--- src/rtl/puf_crp_sequencer.sv ---
// Challenge/response sequencer for an arbiter PUF: LFSR challenges, launch pulse,
// majority vote over repeated evaluations, packed response word with valid/ready.
module puf_crp_sequencer #(
    parameter int                  C_LENGTH  = 8,
    parameter logic [C_LENGTH-1:0] TAPS      = 8'hB8,
    parameter int                  N_VOTES   = 7,
    parameter int                  SETTLE    = 4,
    parameter int                  RESP_BITS = 8
) (
    input  logic                 clk,
    input  logic                 rst,
    input  logic                 start,
    input  logic [C_LENGTH-1:0]  seed,
    output logic                 busy,
    output logic [C_LENGTH-1:0]  ochallenge,
    output logic                 opulse,
    input  logic                 iresponse,
    output logic [RESP_BITS-1:0] resp_data,
    output logic                 resp_valid,
    input  logic                 resp_ready
);

    localparam int PW = (SETTLE > 1) ? $clog2(SETTLE) : 1;
    localparam int BW = $clog2(RESP_BITS + 1);

    localparam logic [2:0] S_IDLE   = 3'd0;
    localparam logic [2:0] S_SETUP  = 3'd1;
    localparam logic [2:0] S_RISE   = 3'd2;
    localparam logic [2:0] S_SAMPLE = 3'd3;
    localparam logic [2:0] S_FALL   = 3'd4;
    localparam logic [2:0] S_OUT    = 3'd5;

    logic [2:0]           state;
    logic [PW-1:0]        phase_cnt;
    logic [3:0]           ones_cnt;
    logic [3:0]           vote_cnt;
    logic [BW-1:0]        bit_cnt;
    logic [C_LENGTH-1:0]  lfsr;
    logic [RESP_BITS-1:0] resp_shift;
    logic                 sync_q1;
    logic                 sync_out;

    logic [C_LENGTH-1:0]  lfsr_next;
    logic [C_LENGTH-1:0]  seed_eff;
    logic [RESP_BITS-1:0] shift_next;
    logic                 phase_done;
    logic                 voted;

    // An all-zero seed would lock the LFSR, so it is promoted to 1.
    assign seed_eff   = (seed == '0) ? C_LENGTH'(1) : seed;
    assign lfsr_next  = {lfsr[C_LENGTH-2:0], ^(lfsr & TAPS)};
    assign phase_done = (phase_cnt == PW'(SETTLE - 1));
    assign voted      = (ones_cnt > 4'(N_VOTES / 2));
    assign shift_next = {resp_shift[RESP_BITS-2:0], voted};
    assign busy       = (state != S_IDLE);

    // NOTE: every register here uses non-blocking assignment so all of them
    // see pre-edge values; blocking would make results depend on statement order.
    always_ff @(posedge clk) begin
        if (rst) begin
            state      <= S_IDLE;
            phase_cnt  <= '0;
            ones_cnt   <= '0;
            vote_cnt   <= '0;
            bit_cnt    <= '0;
            lfsr       <= '0;
            resp_shift <= '0;
            sync_q1    <= 1'b0;
            sync_out   <= 1'b0;
            ochallenge <= '0;
            opulse     <= 1'b0;
            resp_data  <= '0;
            resp_valid <= 1'b0;
        end else begin
            sync_q1  <= iresponse;
            sync_out <= sync_q1;

            case (state)
                S_IDLE: begin
                    if (start) begin
                        lfsr       <= seed_eff;
                        ochallenge <= seed_eff;
                        bit_cnt    <= '0;
                        resp_shift <= '0;
                        phase_cnt  <= '0;
                        state      <= S_SETUP;
                    end
                end

                S_SETUP: begin
                    ones_cnt <= '0;
                    vote_cnt <= '0;
                    if (phase_done) begin
                        phase_cnt <= '0;
                        opulse    <= 1'b1;
                        state     <= S_RISE;
                    end else begin
                        phase_cnt <= phase_cnt + 1'b1;
                    end
                end

                S_RISE: begin
                    if (phase_done) begin
                        phase_cnt <= '0;
                        state     <= S_SAMPLE;
                    end else begin
                        phase_cnt <= phase_cnt + 1'b1;
                    end
                end

                // Two cycles so the synchronizer output reflects the settled arbiter.
                S_SAMPLE: begin
                    if (phase_cnt != '0) begin
                        ones_cnt  <= ones_cnt + {3'b000, sync_out};
                        vote_cnt  <= vote_cnt + 4'd1;
                        phase_cnt <= '0;
                        opulse    <= 1'b0;
                        state     <= S_FALL;
                    end else begin
                        phase_cnt <= phase_cnt + 1'b1;
                    end
                end

                S_FALL: begin
                    if (phase_done) begin
                        phase_cnt <= '0;
                        if (vote_cnt < 4'(N_VOTES)) begin
                            opulse <= 1'b1;
                            state  <= S_RISE;
                        end else begin
                            resp_shift <= shift_next;
                            bit_cnt    <= bit_cnt + 1'b1;
                            lfsr       <= lfsr_next;
                            if (bit_cnt == BW'(RESP_BITS - 1)) begin
                                resp_data  <= shift_next;
                                resp_valid <= 1'b1;
                                state      <= S_OUT;
                            end else begin
                                ochallenge <= lfsr_next;
                                state      <= S_SETUP;
                            end
                        end
                    end else begin
                        phase_cnt <= phase_cnt + 1'b1;
                    end
                end

                S_OUT: begin
                    if (resp_ready) begin
                        resp_valid <= 1'b0;
                        state      <= S_IDLE;
                    end
                end

                default: state <= S_IDLE;
            endcase
        end
    end

endmodule

--- config.mk ---
export PLATFORM = sky130hd
export DESIGN_NAME = puf_crp_sequencer
export DESIGN_NICKNAME = d
export VERILOG_FILES = /design/src/rtl/puf_crp_sequencer.sv
export SDC_FILE = /design/constraint.sdc
export NUM_CORES = 1
export LEC_CHECK = 0
export CORE_MARGIN = 8
export CORE_UTILIZATION = 45
export DETAILED_ROUTE_END_ITERATION = 10
export PLACE_DENSITY = 0.79
export SYNTH_ARGS = -nofsm -noshare
export SYNTH_HDL_FRONTEND = slang
export SYNTH_SLANG_ARGS = --single-unit
--- constraint.sdc ---
create_clock -name clk -period 3.15 [get_ports clk]
set_clock_uncertainty 0.2 [all_clocks]
set_input_delay 0.63 -clock clk [delete_from_list [all_inputs] [get_ports clk]]
set_output_delay 0.63 -clock clk [all_outputs]
set_load 0.05 [all_outputs]
**Clock network drawn from the DEF**

(6 px per um)
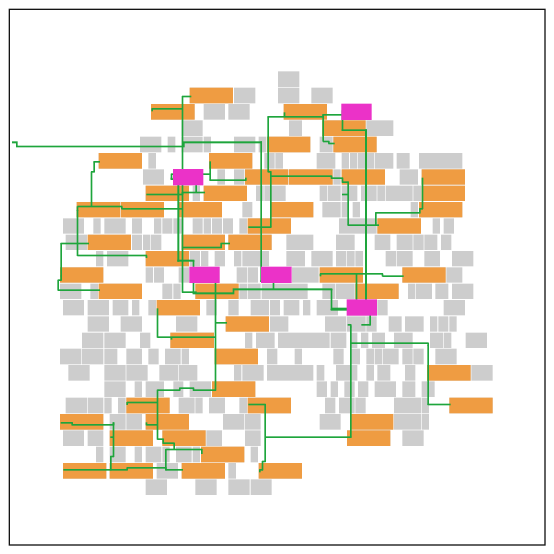
Key: flip-flops = orange [count 52]; clock wires = green [length 617 um]; clock drivers = magenta [count 5]
There are 6 routed clock nets.
proportion of power drawn by the clock network: 25.9%
clock latency at the later pin of the worst-skew pair: 0.31 ns
power in the clock group: 387 uW

**Placed cells, one colour a class**

(6 px per um) Fill, decap, tap and diode cells in grey.
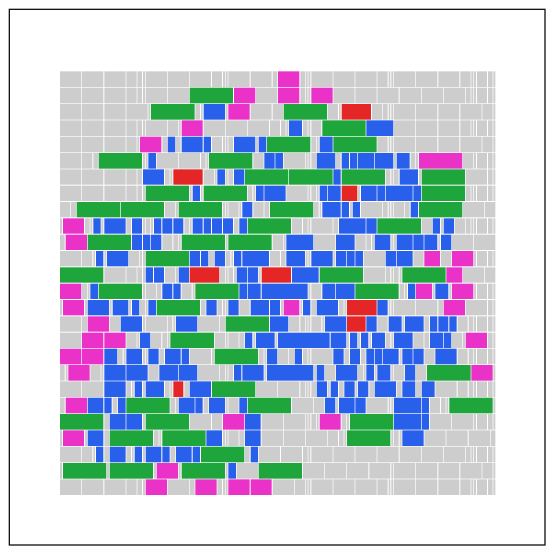
Key: combinational and other logic = blue [cells 192, share of their area 45%]; flops = green [cells 52, share of their area 38%]; other buffers and delay cells = magenta [cells 36, share of their area 13%]; clock drivers and dummy loads = red [cells 8, share of their area 3.3%]

## path summary, 6_finish.rpt
kind / start / to / slack [ns]
worst max-delay path: state[0]$_SDFFE_PP0P_ / busy / 0.64
worst min-delay path: sync_q1$_SDFF_PP0_ / sync_out$_SDFF_PP0_ / 0.25
worst max register to register: vote_cnt[0]$_SDFFE_PP0P_ / resp_shift[0]$_SDFFE_PP0P_ / 0.78
worst min register to register: sync_q1$_SDFF_PP0_ / sync_out$_SDFF_PP0_ / 0.25
## power groups by stage
stage | sequential [uW] | clock, uW | combinational (uW)
after CTS | 725 | 398 | 388
after global placement | 738 | 0 | 379
final | 725 | 387 | 385
after floorplan | 793 | 0 | 247
after global routing | 731 | 424 | 423
after detailed placement | 740 | 0 | 387
## placed cells by master (no fill, tap or decap), types with 3 or more instances in the layout
cell type and instances:
sky130_fd_sc_hd__a211oi_1 15, sky130_fd_sc_hd__nor3_1 10, sky130_fd_sc_hd__o21ai_0 4, sky130_fd_sc_hd__clkdlybuf4s50_1 31, sky130_fd_sc_hd__a21oi_1 22, sky130_fd_sc_hd__nand2_1 20
sky130_fd_sc_hd__dfxtp_1 52, sky130_fd_sc_hd__xnor2_1 3, sky130_fd_sc_hd__nand3_1 7, sky130_fd_sc_hd__buf_4 4, sky130_fd_sc_hd__inv_1 4, sky130_fd_sc_hd__nand4_1 3
sky130_fd_sc_hd__mux2i_1 19, sky130_fd_sc_hd__nor2b_1 5, sky130_fd_sc_hd__ha_1 6, sky130_fd_sc_hd__nor2_1 39, sky130_fd_sc_hd__clkbuf_8 5, sky130_fd_sc_hd__xor2_1 6
## worst max-delay path, delay by kind of cell (launching register included)
family	cells	cell delay, ns
flip-flops	1	0.32
AND/OR/NAND/NOR	1	0.35
buffers and inverters	1	0.70
==> notes.md <==
Figures from the flow reports.

Synth:
- The run puts the area fraction in full adders, half adders and majority gates at 3.13%.
- In this run, the synthesized area fraction spent on AND-OR/OR-AND gates is recorded as around 16%.
- The synthesis report lists the most area-consuming cells as sky130_fd_sc_hd__dfxtp_1 43%, sky130_fd_sc_hd__mux2i_1 7.9%, sky130_fd_sc_hd__nor2_1 6.1%, sky130_fd_sc_hd__a211oi_1 4.7%, sky130_fd_sc_hd__a21oi_1 4.6%.
- sky130_fd_sc_hd__dfxtp_1 takes more of the synthesized area than any other cell.
- The run gives the simple-gate share of the synthesized area as between 20% and 30%.

Floorplanning:
- In this run the standard cell core region covers between 5000 and 6000 um2.

Flow run:
- The run reported a max-capacitance violation count of 0.

Drt:
- The run puts the detailed route wirelength on metal2 at around 2300 um.
- The run puts the number of routed nets with antenna violations at 0.
- Per the detail_route report, vias per standard cell equal 5.34.
- The run gives the number of detailed-route iterations in the first pass as 4.
- The run gives the detail-routed net length per standard cell as 13.7 um.

Clocking:
- The run puts the clock transition at the register clock pins on the worst setup and hold paths after CTS at 0.09 ns.
- The run puts the hold-fix buffer count after cts at 0.

Status:
- The flow ran to the end, and the final reports show no timing, DRC or antenna violations.

Setup path:
- The run gives the critical path data required time as between 2 and 2.5 ns.
- The run gives the worst stage delay on the critical path as 0.70 ns.
- The critical path is of the flop to primary output type.

Finish:
- The run gives the number of standard cells in the final layout excluding fillers as 358.
- The run gives the area added between synthesis and finish as 17.2%.

Pwr:
- The flow reports that combinational logic draws 25.7% of the design power.
- The share of total power dissipated in sequential elements is 48.4%.
- The run gives the fraction of power spent switching nets as 33.0%.

STA:
- The run gives the least setup slack across all paths after layout as about 0.64 ns.
- Setup total negative slack on the finished layout was measured at 0 ns.

Global route:
- The run gives the initial antenna violation count as 0.

Placed design:
- The run gives the placed standard-cell area as 2730 um2.
- The run puts the number of placed instances, taps included at 350.

Worst hold path:
- Checking hold timing, the worst path is listed with class flop to flop.
No activity file was given, so power comes from the tool's default toggle rates.
